==> config.mk <==
export PLATFORM = sky130hd
export DESIGN_NAME = kbd_event_queue
export DESIGN_NICKNAME = d
export VERILOG_FILES = /design/src/rtl/kbd_event_queue.sv
export SDC_FILE = /design/constraint.sdc
export NUM_CORES = 1
export LEC_CHECK = 0
export CELL_PAD_IN_SITES_DETAIL_PLACEMENT = 1
export CELL_PAD_IN_SITES_GLOBAL_PLACEMENT = 2
export CORE_AREA = 4 4 117 119
export CTS_CLUSTER_DIAMETER = 50
export DETAILED_ROUTE_END_ITERATION = 6
export DIE_AREA = 0 0 121 123
export PLACE_DENSITY = 0.89
export SYNTH_ARGS = -nofsm -noshare
export SYNTH_HDL_FRONTEND = slang
export SYNTH_SLANG_ARGS = --single-unit
export TNS_END_PERCENT = 100
==> constraint.sdc <==
create_clock -name clk -period 5.05 [get_ports clk]
set_clock_uncertainty 0.1 [all_clocks]
set_input_delay 0.505 -clock clk [delete_from_list [all_inputs] [get_ports clk]]
set_output_delay 0.505 -clock clk [all_outputs]
set_load 0.03 [all_outputs]
==> src/rtl/kbd_event_queue.sv <==
// rtl/kbd_event_queue.sv - PS/2 scan-code decoder feeding a CPU-readable key event FIFO
module kbd_event_queue #(
    parameter int FIFO_DEPTH = 8,
    parameter int CNT_W      = $clog2(FIFO_DEPTH) + 1
) (
    input  logic        clk,
    input  logic        reset,
    input  logic [7:0]  ps2_byte,
    input  logic        ps2_ready,
    input  logic        mem_read,
    input  logic        mem_write,
    input  logic [7:0]  mem_addr,
    input  logic [31:0] mem_wdata,
    output logic [31:0] mem_rdata,
    output logic        irq
);

    localparam int PTR_W = $clog2(FIFO_DEPTH);
    localparam logic [CNT_W-1:0] DEPTH_C = CNT_W'(FIFO_DEPTH);

    typedef enum logic [2:0] {
        IDLE    = 3'd0,
        EXT     = 3'd1,
        BRK     = 3'd2,
        EXT_BRK = 3'd3,
        SKIP    = 3'd4
    } dec_state_t;

    dec_state_t       state, state_next;
    logic [2:0]       skip_cnt, skip_next;
    logic             ps2_ready_q;
    logic             byte_edge;
    logic             push_req, push_ext, push_rel;

    logic [9:0]       fifo_mem [FIFO_DEPTH];
    logic [PTR_W-1:0] rd_ptr, wr_ptr;
    logic [CNT_W-1:0] count, count_next;
    logic             overflow;
    logic             empty, full;
    logic             pop_req, pop_eff, push_eff, ovf_set;
    logic             ctrl_wr, flush, clr_ovf;
    logic [9:0]       head;
    logic [31:0]      status_word;
    logic             unused_wdata;

    assign byte_edge = ps2_ready && !ps2_ready_q;

    assign empty    = (count == '0);
    assign full     = (count == DEPTH_C);
    assign ctrl_wr  = mem_write && (mem_addr == 8'h02);
    assign flush    = ctrl_wr && mem_wdata[0];
    assign clr_ovf  = ctrl_wr && mem_wdata[1];
    assign pop_req  = mem_read && (mem_addr == 8'h00);
    assign pop_eff  = pop_req && !empty;
    // A full FIFO still takes a new event when a pop frees a slot in the same cycle.
    assign push_eff = push_req && (!full || pop_eff);
    assign ovf_set  = push_req && full && !pop_eff && !flush;
    assign head     = fifo_mem[rd_ptr];

    assign status_word = {16'b0, {(8-CNT_W){1'b0}}, count, 5'b0, overflow, full, empty};
    assign unused_wdata = ^mem_wdata[31:2];

    // Rising-edge detector for the level-style ready flag.
    always_ff @(posedge clk) begin
        if (reset) ps2_ready_q <= 1'b0;
        else       ps2_ready_q <= ps2_ready;
    end

    // Decoder state register; a flush also abandons any partial prefix sequence.
    always_ff @(posedge clk) begin
        if (reset || flush) begin
            state    <= IDLE;
            skip_cnt <= 3'd0;
        end else begin
            state    <= state_next;
            skip_cnt <= skip_next;
        end
    end

    // Decoder next-state: prefixes only steer the state, data bytes emit one event.
    always_comb begin
        state_next = state;
        skip_next  = skip_cnt;
        push_req   = 1'b0;
        push_ext   = 1'b0;
        push_rel   = 1'b0;
        if (byte_edge) begin
            case (state)
                IDLE: begin
                    if (ps2_byte == 8'hE0) begin
                        state_next = EXT;
                    end else if (ps2_byte == 8'hF0) begin
                        state_next = BRK;
                    end else if (ps2_byte == 8'hE1) begin
                        state_next = SKIP;
                        skip_next  = 3'd7;
                    end else begin
                        push_req = 1'b1;
                    end
                end
                EXT: begin
                    if (ps2_byte == 8'hF0) begin
                        state_next = EXT_BRK;
                    end else begin
                        push_req   = 1'b1;
                        push_ext   = 1'b1;
                        state_next = IDLE;
                    end
                end
                BRK: begin
                    push_req   = 1'b1;
                    push_rel   = 1'b1;
                    state_next = IDLE;
                end
                EXT_BRK: begin
                    push_req   = 1'b1;
                    push_ext   = 1'b1;
                    push_rel   = 1'b1;
                    state_next = IDLE;
                end
                SKIP: begin
                    // Pause key: swallow the remaining seven bytes of its sequence.
                    skip_next = skip_cnt - 3'd1;
                    if (skip_cnt == 3'd1) state_next = IDLE;
                end
                default: state_next = IDLE;
            endcase
        end
    end

    // Occupancy after this cycle's push/pop/flush, shared by count and irq.
    always_comb begin
        count_next = count;
        if (flush)
            count_next = '0;
        else if (push_eff && !pop_eff)
            count_next = count + CNT_W'(1);
        else if (pop_eff && !push_eff)
            count_next = count - CNT_W'(1);
    end

    // FIFO pointers and occupancy.
    always_ff @(posedge clk) begin
        if (reset || flush) begin
            rd_ptr <= '0;
            wr_ptr <= '0;
            count  <= '0;
        end else begin
            if (push_eff) wr_ptr <= wr_ptr + PTR_W'(1);
            if (pop_eff)  rd_ptr <= rd_ptr + PTR_W'(1);
            count <= count_next;
        end
    end

    // FIFO storage; contents behind the pointers need no reset.
    always_ff @(posedge clk) begin
        if (!reset && !flush && push_eff)
            fifo_mem[wr_ptr] <= {push_ext, push_rel, ps2_byte};
    end

    // Sticky overflow; a simultaneous set beats the software clear.
    always_ff @(posedge clk) begin
        if (reset)        overflow <= 1'b0;
        else if (ovf_set) overflow <= 1'b1;
        else if (clr_ovf) overflow <= 1'b0;
    end

    // Interrupt tracks post-update occupancy.
    always_ff @(posedge clk) begin
        if (reset) irq <= 1'b0;
        else       irq <= (count_next != '0);
    end

    // Registered read data, held between reads.
    always_ff @(posedge clk) begin
        if (reset) begin
            mem_rdata <= 32'h0;
        end else if (mem_read) begin
            case (mem_addr)
                8'h00:   mem_rdata <= {!empty, 21'b0, (empty ? 10'h000 : head)};
                8'h01:   mem_rdata <= status_word;
                default: mem_rdata <= 32'h0;
            endcase
        end
    end

endmodule
m3.png
Cells faint in the background.
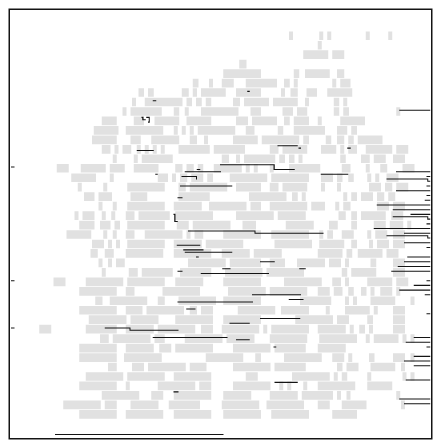
main direction: horizontal
nets with wire on the layer: 59
wire length on this layer: 567 µm
share of all routed wire: 4.8%
grt met3 use: 4.03%
via count: 3035
WL final: 11700 µm

clock_wires.png
Bar = 20 µm.
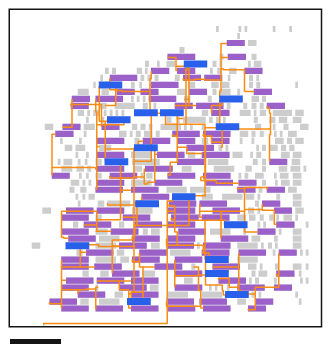
[purple] flip-flops | count: 115
[blue] clock-net drivers | count: 17
[orange] clock wires | length: 1510 µm
routed clock nets: 18
clock group total power: 0.00118 W
Clock Power Share: 50.6%
Latency at later pin: 0.41 ns

==> metrics.yaml <==
status:
  status: "finished clean"
worst_hold_path:
  holdCritPathClass: "reg2reg"
worst_setup_path:
  cp_max_fo: 8
  slowest_stage: "or4_4"
  timing.rr.end: "fifo_mem[1][8]"
  r2r-start: "count[1]"
  r2r_slack_ns: 1.80
  ff2ff_path_depth: 9
  path_cells: "clkdlybuf4s50_1, or4_4, nor4_4, nand2_2, a21o_1, or3_4, nor2_1, buf_4"
  worst_setup_path_start_kind: "input pin"
  endpoint_kind: "flip-flop"
  critPathRequiredTime_ns: 5.06
  critPathKind: "in2reg"
  critPathArrivalTime_ns: 3.40
  max_stage_delay_ns: 0.57
  critPathTopFamily: "simple AND/OR/NAND/NOR gates"
  worstSetupPathDepth: 8
  path_buffers: 2
  worstSetupEndpoint: "fifo_mem[1][8]"
  startpoint: "mem_addr[5]"
final_layout:
  layout_top_cell: "edfxtp_1"
  area_growth_syn_to_layout_pct: 22.9
  drive_gt1_share_pct: 16.3
  fill_cells: 1283
  n_antenna_cell: 0
  nNetsFinal: 458
  final_cell_mix: "edfxtp_1 (80), nor2_1 (44), clkdlybuf4s50_1 (36)"
flow_run:
  maxCapViolCount: 0
  warnings: 58
clock_network:
  cts_root_buf: "clkbuf_16"
  path_clk_slew_ns: 0.06
  clkSinkCount: 115
  cts_buffers: 17
  htree_levels: 4
  cts_setup_buffers: 0
  clockBufferDepth: 2
  cts_resized: 0
  cts_tree: "yes"
  hold_buffers: 0
timing:
  post-route-period-util_pct: 67.2
  worstMarginPinSlew_ns: 1.00
  finalWorstSetupSlack_ns: 1.65
  finalHoldViolations: 0
  report.final.setup_viol: 0
  rsz0062_at_grt: "false"
  min_period_ns: 3.40
  fmax_ghz: 0.295
  slew-limit-headroom_pct: 32.7
  finalSetupTns_ns: 0
  slew_viol_final: 0
synthesis:
  ys.flops: 115
  synth_area_per_cell_um2: 13.9
  ys_seq_share_pct: 64.2
  synth.distinct_cells: 49
  synth.top_cell.area_share_pct: 49.7
  async_flop_share_pct: 0
  ys_chip_area_um2: 4830
  top_cells_by_area: "edfxtp_1 (50%), dfxtp_1 (15%), mux4_2 (9.3%)"
  edf_count: 80
  largest_area_cell: "edfxtp_1"
  ys_cells: 348
  synth_area_um2: 4830
  synth_top_flop_cell: "edfxtp_1"
  syn_inst: 348
  ys_warn_count: 0
routing:
  drt_iter0_drc: 233
  drc: 0
  dr.pass1.iters: 4
  routedWlPerCell_um: 20.0
  vias_per_cell: 5.20
  drt.antenna.violating_nets: 0
pwr:
  p_leak_nw: 1.96
  ir_drop_mv: 0.226
  power_density_nw_per_um2: 394
grt:
  grt_usage_pct: 17.0
  grt_pass1_vias: 3314
  grt_antenna_before_repair: 0
  grt_overflow: 0
  grt_max_degree: 22
  grt_pass1_wl_um: 18600
floorplan:
  rows: 41
  io_pins: 86
  die_w_um: 121
  dieHeight_um: 123
  die-area_um2: 14900
  fp.coreArea_um2: 12600
  initial_utilization_pct: 38.4
place:
  hpwl_um: 7690
  io_buffers: 36
  place.gp.congestion: 0.738
  pre_cts_slack_ns: 1.16
[flip-flops by register name, summed over array words and instances, names as in the netlist, named ones only]
register     flops
fifo_mem        80
count            4
overflow         1
wr_ptr           3
ps2_ready_q      1
rd_ptr           3
state            3
mem_rdata       13
irq              1
skip_cnt         3
[per-stage QoR]
step / hold slack, ns / utilization [%] / instances / power, W / instance area, µm²
2_1_floorplan: 0.350 / - / 366 / 0.00113 / 4900
3_3_place_gp: 0.354 / 42.5 / 552 / 0.00117 / 5340
3_5_place_dp: 0.362 / 42.5 / 552 / 0.00117 / 5340
4_1_cts: 0.372 / 47.2 / 584 / 0.00236 / 5940
5_1_grt: 0.395 / 47.2 / 584 / 0.00242 / 5940
6_report: 0.374 / 47.2 / 584 / 0.00234 / 5940
[worst reg2reg max path: cells and delay by family (launching register included)]
kind                     cells  cell delay [ns]
adder cells (fa/ha/maj)      1             0.25
AND-OR/OR-AND                1             0.32
AND/OR/NAND/NOR              5             1.42
flip-flops                   1             0.46
buffers and inverters        2             0.39
[cell usage after synthesis, types with 3 or more instances]
cell type / instances
o211ai_1: 3
a31oi_1: 4
inv_1: 10
nor3_1: 7
mux2i_1: 9
xor2_1: 3
nor4_1: 3
edfxtp_1: 80
mux4_2: 20
dfxtp_1: 35
ha_1: 6
buf_2: 3
nand2_1: 17
xnor2_1: 3
nand2b_1: 5
o21ai_0: 12
nand3_1: 7
nor2_1: 44
buf_4: 20
clkbuf_1: 7
a21oi_1: 12
[layout make-up]
type	instances	area (µm²)	share of cell area (%)
flip-flops and latches	115	3100	52.3
multi-input cells	208	1550	26.0
clock buffers	25	528	8.89
repair buffers	46	435	7.33
well taps	172	215	3.62
clock inverters	7	67.6	1.14
inverters	11	41.3	0.695
[power by group]
| group | switching [W] | internal [W] | leakage [nW] |
|---|---|---|---|
| clock network | 0.000411 | 0.000773 | 0.294 |
| logic | 0.0000778 | 0.0000436 | 0.682 |
| registers | 0.0000103 | 0.00102 | 0.985 |
| total | 0.000499 | 0.00184 | 1.96 |
[routing by layer]
layer	GRT usage [%]	vias to the layer above	wire length [µm]
met1	19.0	1536	4620
met2	30.4	103	6240
met5	0	-	0
li1	-	1373	-
met4	8.57	0	278
met3	4.03	23	566
[how the worst min path moves through the flow]
stage / start / end / slack, ns / cells past startpoint
2_1_floorplan: rd_ptr[1] / flip-flop / 0.35 / 2
3_3_place_gp: mem_rdata[10] / mem_rdata[10] / 0.35 / 2
3_5_place_dp: mem_rdata[10] / mem_rdata[10] / 0.36 / 2
4_1_cts: mem_rdata[10] / mem_rdata[10] / 0.37 / 2
6_report: mem_rdata[10] / mem_rdata[10] / 0.37 / 2
5_1_grt: mem_rdata[11] / mem_rdata[11] / 0.40 / 2
[logic make-up after synthesis]
kind of cell / share of synthesized area (%)
adder cells (fa/ha/maj): 1.55
buffers and inverters: 5.13
other: 0.0776
XOR/XNOR: 1.09
flip-flops: 64.2
AND-OR/OR-AND: 6.06
AND/OR/NAND/NOR: 10.2
multiplexers: 11.7
Power and IR drop assume default switching activity.
